util_map.png
10 x 13 tiles, from white (low) to dark blue (high), 0 to 100% covered.
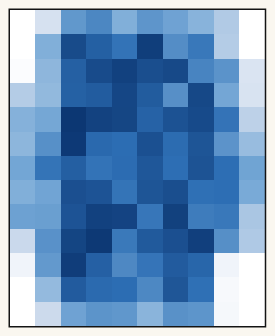
class_map.png
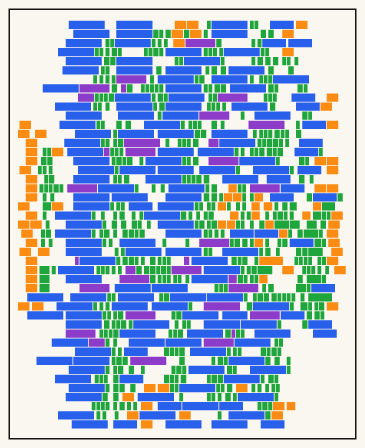
m3.png
Scale bar: 20 microns.
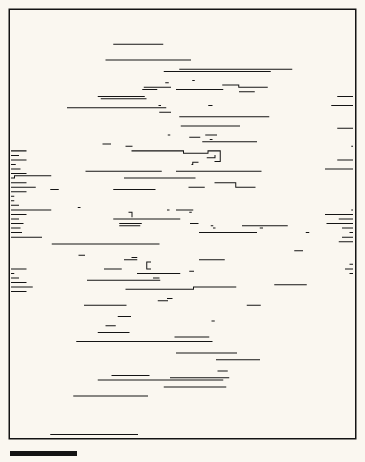
placed.png
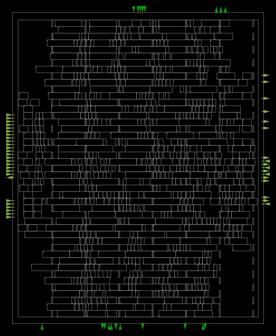
ff_map.png
Scale bar: 20 microns.
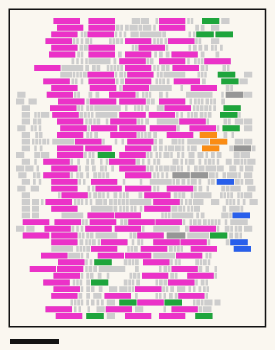
--- src/rtl/instr_issue_queue.sv ---
// Instruction issue queue: encodes pushed instruction fields into a word, buffers them in a
// circular FIFO and hands one word to the CPU per done-high period. Optional monitor: INSTR_ISSUE_MON_EN.
module instr_issue_queue #(
    parameter int unsigned DATA_W = 16,
    parameter int unsigned REG_AW = 3,
    parameter int unsigned DEPTH  = 8
) (
    input  logic                           clk,
    input  logic                           reset,
    input  logic                           in_valid,
    output logic                           in_ready,
    input  logic [3:0]                     in_opcode,
    input  logic [REG_AW-1:0]              in_first,
    input  logic [REG_AW-1:0]              in_second,
    input  logic [REG_AW-1:0]              in_target,
    input  logic [DATA_W-5:0]              in_offset,
    input  logic [DATA_W-4-REG_AW-1:0]     in_imm,
    input  logic                           flush,
    input  logic                           done,
    output logic [DATA_W-1:0]              dout,
    output logic                           issued,
    output logic [$clog2(DEPTH+1)-1:0]     level,
    output logic                           empty
`ifdef INSTR_ISSUE_MON_EN
    ,
    output logic                           mon_valid,
    output logic [DATA_W-1:0]              mon_word,
    output logic [15:0]                    issue_cnt
`endif
);

    localparam int unsigned PTR_W = $clog2(DEPTH);
    localparam int unsigned LVL_W = $clog2(DEPTH + 1);
    localparam int unsigned T_LSB = DATA_W - 4 - REG_AW;
    localparam int unsigned F_LSB = T_LSB - REG_AW;
    localparam int unsigned S_LSB = F_LSB - REG_AW;

    typedef enum logic {
        ST_READY = 1'b0,
        ST_HOLD  = 1'b1
    } state_e;

    state_e                  state_q, state_d;
    logic [DATA_W-1:0]       mem_q [DEPTH];
    logic [PTR_W-1:0]        wr_ptr_q, rd_ptr_q;
    logic [LVL_W-1:0]        level_q;
    logic [DATA_W-1:0]       dout_q;
    logic                    issued_q;
    logic [DATA_W-1:0]       enc_word_c;
    logic                    push_c;
    logic                    pop_c;

    // Field packing; every bit not owned by the opcode's format stays zero.
    always_comb begin
        enc_word_c                 = '0;
        enc_word_c[DATA_W-1 -: 4]  = in_opcode;
        case (in_opcode)
            4'h0, 4'h1, 4'h2, 4'h3, 4'h4, 4'h5, 4'h6: begin
                enc_word_c[T_LSB +: REG_AW] = in_target;
                enc_word_c[F_LSB +: REG_AW] = in_first;
                enc_word_c[S_LSB +: REG_AW] = in_second;
            end
            4'h7, 4'h8, 4'h9: begin
                enc_word_c[T_LSB +: REG_AW] = in_target;
                enc_word_c[F_LSB +: REG_AW] = in_first;
            end
            4'hA: begin
                enc_word_c[F_LSB +: REG_AW] = in_first;
                enc_word_c[S_LSB +: REG_AW] = in_second;
            end
            4'hB: begin
                enc_word_c[T_LSB +: REG_AW] = in_target;
                enc_word_c[T_LSB-1:0]       = in_imm;
            end
            default: enc_word_c[DATA_W-5:0] = in_offset;
        endcase
    end

    assign in_ready = (level_q != LVL_W'(DEPTH));
    assign push_c   = in_valid && in_ready && !flush;

    always_ff @(posedge clk) begin
        if (reset) begin
            state_q <= ST_READY;
        end else begin
            state_q <= state_d;
        end
    end

    // Flush freezes the FSM so a discarded queue never changes the issue handshake.
    always_comb begin
        state_d = state_q;
        if (!flush) begin
            case (state_q)
                ST_READY: if (pop_c) state_d = ST_HOLD;
                ST_HOLD:  if (!done) state_d = ST_READY;
                default:  state_d = ST_READY;
            endcase
        end
    end

    always_comb begin
        pop_c = 1'b0;
        if ((state_q == ST_READY) && done && (level_q != '0) && !flush) begin
            pop_c = 1'b1;
        end
    end

    always_ff @(posedge clk) begin
        if (push_c) begin
            mem_q[wr_ptr_q] <= enc_word_c;
        end
    end

    always_ff @(posedge clk) begin
        if (reset) begin
            wr_ptr_q <= '0;
            rd_ptr_q <= '0;
            level_q  <= '0;
            dout_q   <= '0;
            issued_q <= 1'b0;
        end else begin
            issued_q <= pop_c;
            if (pop_c) begin
                dout_q <= mem_q[rd_ptr_q];
            end
            if (flush) begin
                wr_ptr_q <= '0;
                rd_ptr_q <= '0;
                level_q  <= '0;
            end else begin
                if (push_c) wr_ptr_q <= wr_ptr_q + PTR_W'(1);
                if (pop_c)  rd_ptr_q <= rd_ptr_q + PTR_W'(1);
                case ({push_c, pop_c})
                    2'b10:   level_q <= level_q + LVL_W'(1);
                    2'b01:   level_q <= level_q - LVL_W'(1);
                    default: level_q <= level_q;
                endcase
            end
        end
    end

    assign dout   = dout_q;
    assign issued = issued_q;
    assign level  = level_q;
    assign empty  = (level_q == '0);

`ifdef INSTR_ISSUE_MON_EN
    logic [15:0] issue_cnt_q;

    always_ff @(posedge clk) begin
        if (reset) begin
            issue_cnt_q <= '0;
        end else if (pop_c) begin
            issue_cnt_q <= issue_cnt_q + 16'(1);
        end
    end

    assign mon_valid = issued_q;
    assign mon_word  = dout_q;
    assign issue_cnt = issue_cnt_q;
`endif

endmodule

--- config.mk ---
export PLATFORM = sky130hd
export DESIGN_NAME = instr_issue_queue
export DESIGN_NICKNAME = d
export VERILOG_FILES = /design/src/rtl/instr_issue_queue.sv
export SDC_FILE = /design/constraint.sdc
export NUM_CORES = 1
export LEC_CHECK = 0
export ABC_AREA = 1
export CAP_MARGIN = 40
export CORE_ASPECT_RATIO = 1.25
export CORE_MARGIN = 2
export CORE_UTILIZATION = 55
export CTS_CLUSTER_DIAMETER = 100
export CTS_CLUSTER_SIZE = 28
export DETAILED_ROUTE_END_ITERATION = 10
export PLACE_DENSITY = 0.76
export SYNTH_ARGS = -nofsm -noshare
export SYNTH_HDL_FRONTEND = slang
export SYNTH_SLANG_ARGS = --single-unit
--- constraint.sdc ---
create_clock -name clk -period 3.2 [get_ports clk]
set_input_delay 0.64 -clock clk [delete_from_list [all_inputs] [get_ports clk]]
set_output_delay 0.64 -clock clk [all_outputs]
set_load 0.02 [all_outputs]
==> qor.csv <==
stage,metric,value,unit
run_status,status,"complete, no violations",
logic_synthesis,synth_cell_types,25,
global_routing,grt_overflow_total,0,
cts,clock_sinks,156,
finish,fillCellCount,909,
worst_setup_path,worst_setup_path_start_kind,flip-flop,
power_and_ir_drop,p_sw,911,uW
die,die-area,0.0133,sq mm
worst_setup_path,crit_family,buffers and inverters,
power_and_ir_drop,peakVddDrop,0.000380,V
finish,num_antenna_cells,0,
timing,hold_viol_final,0,
power_and_ir_drop,leakage,0.00345,uW
routing,drtIter0Drc,539,
logic_synthesis,most_common_cell,nand2_1,
power_and_ir_drop,powerSeq,2240,uW
cts,cts-resized-gates,0,
finish,logic_gate_count,397,
logic_synthesis,ys_chip_area,0.00679,sq mm
finish,non_clock_inverter_count,119,
routing,remaining_drc_errors,0,
placed_design,portBuffers,61,
worst_setup_path,critPathSlowestCell,clkdlybuf4s50_1,
worst_hold_path,hp-class,reg2reg,
About util_map.png:
The mean over all tiles is 61%. 39% of the tiles are over 75% full. 7.7% of the tiles are nearly empty. The fullest tile reaches 97%.

About class_map.png:
Key: clock drivers and dummy loads = purple [cells 32, share of their area 8.0%]; remaining logic cells = green [cells 516, share of their area 28%]; sequential cells = blue [cells 156, share of their area 55%]; remaining buffers and delay cells = orange [cells 80, share of their area 9.5%]

About m3.png:
The wires run mostly horizontal. The layer carries 1,060 microns of wire. The longest straight run is 40.5 microns. 82 nets have wire on it.
met3 usage: 0.0523
via count: 5,027

About placed.png:
core area: 0.0121 sq mm
Finished Layout Cells: 948
fin util: 0.682

About ff_map.png:
Key: `level` = blue [placed flops 4]; `mem_q` = magenta [placed flops 128]; `dout` = green [placed flops 16]; `wr_ptr_q` = orange [placed flops 3]
Another 5 sequential cells are not colored.

Power and IR drop assume default switching activity.
